**config.mk**
```make
export PLATFORM = sky130hd
export DESIGN_NAME = mac_sequencer_flat
export DESIGN_NICKNAME = d
export VERILOG_FILES = /design/src/rtl/mac_sequencer_pkg.sv /design/src/rtl/mac_sequencer_if.sv /design/src/rtl/mac_sequencer_requant.sv /design/src/rtl/mac_sequencer.sv /design/src/flat_wrapper.sv
export SDC_FILE = /design/constraint.sdc
export NUM_CORES = 1
export LEC_CHECK = 0
export CAP_MARGIN = 10
export CORE_UTILIZATION = 29
export CTS_BUF_LIST = sky130_fd_sc_hd__clkbuf_2
export CTS_CLUSTER_DIAMETER = 30
export DETAILED_ROUTE_END_ITERATION = 7
export PLACE_DENSITY_LB_ADDON = 0.1
export SYNTH_ARGS = -nofsm -noshare
export SYNTH_HDL_FRONTEND = slang
export SYNTH_SLANG_ARGS = --single-unit
```
**constraint.sdc**
```tcl
create_clock -name clk -period 1.3 [get_ports clk]
set_clock_uncertainty 0.1 [all_clocks]
set_input_delay 0.325 -clock clk [delete_from_list [all_inputs] [get_ports clk]]
set_output_delay 0.325 -clock clk [all_outputs]
set_load 0.01 [all_outputs]
```
**src/rtl/mac_sequencer_pkg.sv**
```systemverilog
`default_nettype none
// ============================================================================
//  Module      : mac_sequencer_pkg
//  Description : Shared widths, FSM state type and the acc-to-data saturator
//                for the MAC sequencer.
//  Revision    : 1.0 - initial release
// ============================================================================
package mac_sequencer_pkg;

  localparam int DATA_W = 8;
  localparam int ACC_W  = 26;

  localparam logic signed [ACC_W-1:0] SAT_MAX = 26'sd127;
  localparam logic signed [ACC_W-1:0] SAT_MIN = -26'sd128;

  typedef enum logic [2:0] {
    IDLE   = 3'd0,
    CLEAR  = 3'd1,
    STREAM = 3'd2,
    DRAIN  = 3'd3,
    RESULT = 3'd4
  } state_t;

  function automatic logic signed [DATA_W-1:0] sat_data(input logic signed [ACC_W-1:0] v);
    if (v > SAT_MAX)
      return 8'sh7f;
    else if (v < SAT_MIN)
      return 8'sh80;
    else
      return v[DATA_W-1:0];
  endfunction

endpackage
`default_nettype wire

```
**src/rtl/mac_sequencer_if.sv**
```systemverilog
`default_nettype none
// ============================================================================
//  Module      : mac_sequencer_if
//  Description : Control, operand-RAM, MAC and result signals of the sequencer.
//  Revision    : 1.0 - initial release
// ============================================================================
interface mac_sequencer_if #(
  parameter int ADDR_W = 3
);
  import mac_sequencer_pkg::*;

  logic                     start;
  logic                     busy;
  logic                     done;
  logic                     rd_en;
  logic [ADDR_W-1:0]        rd_addr;
  logic signed [DATA_W-1:0] rd_data_a;
  logic signed [DATA_W-1:0] rd_data_b;
  logic signed [DATA_W-1:0] mac_in1;
  logic signed [DATA_W-1:0] mac_in2;
  logic                     mac_clr_n;
  logic signed [ACC_W-1:0]  mac_acc;
  logic signed [DATA_W-1:0] res;
  logic                     res_vld;
  logic                     res_rdy;

  modport master (
    input  start, rd_data_a, rd_data_b, mac_acc, res_rdy,
    output busy, done, rd_en, rd_addr, mac_in1, mac_in2, mac_clr_n, res, res_vld
  );

  modport slave (
    output start, rd_data_a, rd_data_b, mac_acc, res_rdy,
    input  busy, done, rd_en, rd_addr, mac_in1, mac_in2, mac_clr_n, res, res_vld
  );

endinterface
`default_nettype wire

```
**src/rtl/mac_sequencer_requant.sv**
```systemverilog
`default_nettype none
// ============================================================================
//  Module      : mac_sequencer_requant
//  Description : Combinational requantiser: arithmetic right shift then
//                saturation of the accumulator to signed 8-bit.
//  Revision    : 1.0 - initial release
// ============================================================================
module mac_sequencer_requant
  import mac_sequencer_pkg::*;
#(
  parameter int OUT_SHIFT = 7
) (
  input  logic signed [ACC_W-1:0]  acc,
  output logic signed [DATA_W-1:0] res
);

  logic signed [ACC_W-1:0] w_shifted;

  // >>> on a signed operand floors toward -inf, so -1 stays -1
  assign w_shifted = acc >>> OUT_SHIFT;
  assign res       = sat_data(w_shifted);

endmodule
`default_nettype wire

```
**src/rtl/mac_sequencer.sv**
```systemverilog
`default_nettype none
// ============================================================================
//  Module      : mac_sequencer
//  Description : Fetches VEC_LEN operand pairs, streams them into the MAC and
//                returns the requantised dot product on a valid/ready port.
//  Revision    : 1.0 - initial release
// ============================================================================
module mac_sequencer
  import mac_sequencer_pkg::*;
#(
  parameter int VEC_LEN   = 8,
  parameter int ADDR_W    = (VEC_LEN > 1) ? $clog2(VEC_LEN) : 1,
  parameter int OUT_SHIFT = 7
) (
  input  logic             clk,
  input  logic             rst,
  mac_sequencer_if.master  bus
);

  localparam logic [ADDR_W-1:0] c_last_idx = ADDR_W'(VEC_LEN - 1);

  state_t                   r_state;
  state_t                   w_state_next;
  logic [ADDR_W-1:0]        r_idx;
  logic [ADDR_W-1:0]        w_next_idx;
  logic signed [DATA_W-1:0] r_res;
  logic                     r_res_vld;
  logic signed [DATA_W-1:0] w_requant;

  mac_sequencer_requant #(
    .OUT_SHIFT (OUT_SHIFT)
  ) u_requant (
    .acc (bus.mac_acc),
    .res (w_requant)
  );

  assign w_next_idx  = r_idx + ADDR_W'(1);
  assign bus.busy    = (r_state != IDLE);
  assign bus.res     = r_res;
  assign bus.res_vld = r_res_vld;

  always_ff @(posedge clk) begin
    if (rst) begin
      r_state   <= IDLE;
      r_idx     <= '0;
      r_res     <= '0;
      r_res_vld <= 1'b0;
    end else begin
      r_state <= w_state_next;
      r_idx   <= (r_state == STREAM) ? w_next_idx : '0;
      if (r_state == DRAIN) begin
        r_res     <= w_requant;
        r_res_vld <= 1'b1;
      end else if (r_state == RESULT && bus.res_rdy) begin
        r_res_vld <= 1'b0;
      end
    end
  end

  // RAM read for element k+1 is issued while element k feeds the MAC
  always_comb begin
    w_state_next  = r_state;
    bus.done      = 1'b0;
    bus.rd_en     = 1'b0;
    bus.rd_addr   = '0;
    bus.mac_in1   = '0;
    bus.mac_in2   = '0;
    bus.mac_clr_n = 1'b1;
    case (r_state)
      IDLE: begin
        bus.mac_clr_n = 1'b0;
        if (bus.start)
          w_state_next = CLEAR;
      end
      CLEAR: begin
        bus.mac_clr_n = 1'b0;
        bus.rd_en     = 1'b1;
        w_state_next  = STREAM;
      end
      STREAM: begin
        bus.mac_in1 = bus.rd_data_a;
        bus.mac_in2 = bus.rd_data_b;
        if (r_idx == c_last_idx) begin
          w_state_next = DRAIN;
        end else begin
          bus.rd_en   = 1'b1;
          bus.rd_addr = w_next_idx;
        end
      end
      DRAIN: begin
        w_state_next = RESULT;
      end
      RESULT: begin
        if (bus.res_rdy) begin
          bus.done     = 1'b1;
          w_state_next = IDLE;
        end
      end
      default: begin
        w_state_next = IDLE;
      end
    endcase
  end

endmodule
`default_nettype wire

```
**src/flat_wrapper.sv**
```systemverilog
// flat-port wrapper written by rule: the top's interface ports become plain ports
module mac_sequencer_flat import mac_sequencer_pkg::*;
#(
  parameter int VEC_LEN   = 8,
  parameter int ADDR_W    = (VEC_LEN > 1) ? $clog2(VEC_LEN) : 1,
  parameter int OUT_SHIFT = 7
)
  (clk, rst, bus_start, bus_rd_data_a, bus_rd_data_b, bus_mac_acc, bus_res_rdy, bus_busy, bus_done, bus_rd_en, bus_rd_addr, bus_mac_in1, bus_mac_in2, bus_mac_clr_n, bus_res, bus_res_vld);
  mac_sequencer_if #(.ADDR_W(ADDR_W)) bus_i ();
  input  logic clk;
  input  logic rst;
  input wire logic [$bits(bus_i.start)-1:0] bus_start;
  input wire logic [$bits(bus_i.rd_data_a)-1:0] bus_rd_data_a;
  input wire logic [$bits(bus_i.rd_data_b)-1:0] bus_rd_data_b;
  input wire logic [$bits(bus_i.mac_acc)-1:0] bus_mac_acc;
  input wire logic [$bits(bus_i.res_rdy)-1:0] bus_res_rdy;
  output wire logic [$bits(bus_i.busy)-1:0] bus_busy;
  output wire logic [$bits(bus_i.done)-1:0] bus_done;
  output wire logic [$bits(bus_i.rd_en)-1:0] bus_rd_en;
  output wire logic [$bits(bus_i.rd_addr)-1:0] bus_rd_addr;
  output wire logic [$bits(bus_i.mac_in1)-1:0] bus_mac_in1;
  output wire logic [$bits(bus_i.mac_in2)-1:0] bus_mac_in2;
  output wire logic [$bits(bus_i.mac_clr_n)-1:0] bus_mac_clr_n;
  output wire logic [$bits(bus_i.res)-1:0] bus_res;
  output wire logic [$bits(bus_i.res_vld)-1:0] bus_res_vld;
  assign bus_i.start = bus_start;
  assign bus_i.rd_data_a = bus_rd_data_a;
  assign bus_i.rd_data_b = bus_rd_data_b;
  assign bus_i.mac_acc = bus_mac_acc;
  assign bus_i.res_rdy = bus_res_rdy;
  assign bus_busy = bus_i.busy;
  assign bus_done = bus_i.done;
  assign bus_rd_en = bus_i.rd_en;
  assign bus_rd_addr = bus_i.rd_addr;
  assign bus_mac_in1 = bus_i.mac_in1;
  assign bus_mac_in2 = bus_i.mac_in2;
  assign bus_mac_clr_n = bus_i.mac_clr_n;
  assign bus_res = bus_i.res;
  assign bus_res_vld = bus_i.res_vld;
  mac_sequencer #(.VEC_LEN(VEC_LEN), .ADDR_W(ADDR_W), .OUT_SHIFT(OUT_SHIFT)) u_core (.clk(clk), .rst(rst), .bus(bus_i));
endmodule
```
==> qor.csv <==
metric;value;unit
globalplace.congestion;0.7205;
p_comb;0.000732;W
synth_cells;103;
cts_made_buffers;3;
ir_drop;552.6;uV
clock_area_share;0.9679;%
startpoint;u_core.r_idx[0];
hold_depth;5;
sh_seq_area;15.55;%
required;0.88;ns
setup_viol;34;
nFillCells;208;
arrival;1.47;ns
grt.overflow.total;0;
die_area;0.003284;mm2
cts_root_buf;clkbuf_2;
cap_violations;0;
initCoreUtil;31.36;%
worstSetupEndpoint;bus_rd_en;
cp_max_fo;4;
crit_slowest_cell;dfxtp_2;
hp-class;in -> reg;
comb_power_share;49.9;%
reg2regPathDepth;6;
grt_pass1_wl;5.078;mm
relSlewSlack;76.97;%
whs;0.4213;ns
core-area;0.002829;mm2
clk-power;0.000233;W
cts_resized;161;
power.density;709.5;mW/mm2
violations;design-rule violations, negative setup slack;
simple_gate_share;40.48;%
diodes;0;
final_antenna_net_count;0;
lay_top_cells;buf_6, clkdlybuf4s50_1, buf_2;
fp_nets;151;
power_sequential;0.000503;W
period_used_share;145.6;%
aoi_share;15.51;%
top_cells_by_area;dfxtp_1, and3_1, a211oi_2, nand2_1, nor2_1;
fin_nets;252;
cp_top_family;flip-flops;
routed_via_density;4.927;
final-comb-area;723.2;um2
synth_area;887.1;um2
tightest_slew;0.3454;ns
ys_seq_share;33.85;%
nClkBuffers;3;
antenna_found_initial;0;
register_area;321.6;um2
yosys_cells;103;
drive_above_1_share;62.07;%
outcome;finished with violations;
ys_sh_adder;2.821;%
place_inst;214;
crit_chain;ha_4 -> ha_4 -> nor3_2 -> a21oi_1 -> nor2_1 -> buf_2;
tool_warnings;36;
drc;7;
htreeDepth;1;
final_area;0.002068;mm2
worstSkewPairLatency;0.29;ns
layout_setup_ws;-0.5927;ns
instances_no_fill;234;
## through the flow
stage / setup slack, ns / utilization (%) / setup TNS (ns)
CTS: -0.4924 / 65.41 / -10.96
global placement: -0.7021 / 62.80 / -17.10
detailed placement: -0.7008 / 62.80 / -17.54
floorplan: -0.1176 / - / -1.023
global route: -0.6560 / 73.11 / -13.14
finish: -0.5927 / 73.11 / -11.08
## worst reg2reg max path, cell delays in order (launching register included)
cell and delay (ns):
dfxtp_2 0.37, ha_4 0.16, ha_4 0.17, mux2i_1 0.22, mux2i_1 0.11, o21a_1 0.19
nor4_2 0.19
## metal layers
layer  up-vias  GRT usage, %
met4         0         5.226
met3         4         2.721
met1       537         24.33
met5         -             0
li1        569             -
met2        43         35.46
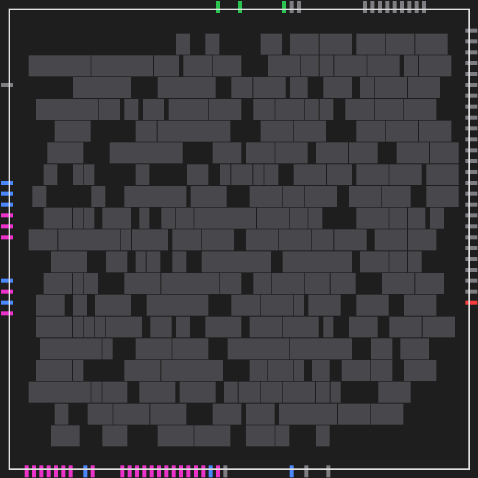
Fig. 1. Pin placement.
Scale: 8 px per um. Pins as bars across the die edge, other pins in gray.
[`bus_rd_addr`] green | pins: 3 | direction: output | edge: top
[`bus_res_rdy`] red | pins: 1 | direction: input | edge: right
[`bus_mac_acc`] magenta | pins: 26 | direction: input | edge: 21 bottom, 5 left
[`bus_res`] blue | pins: 8 | direction: output | edge: 5 left, 3 bottom
all pins by edge: 27 bottom, 26 right, 14 top, 11 left
PortBufs: 70
Chip Width: 57.31 um
Die H: 57.31 um

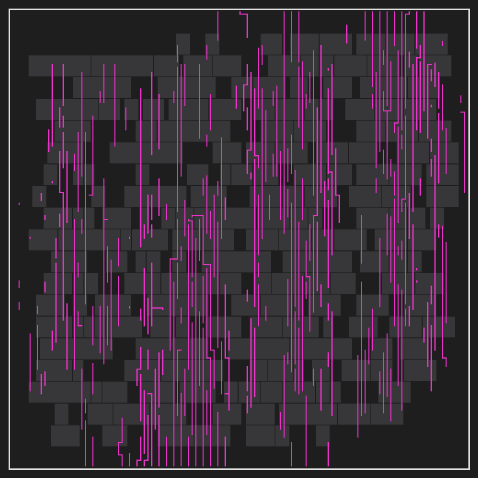
Fig. 2. Met2 routing.
Scale: 8 px per um. Cells faint in the background.
wire length on this layer: 1,890 um
nets with wire on the layer: 223
main direction: vertical
longest straight run: 28.4 um

No activity file was given, so power comes from the tool's default toggle rates.
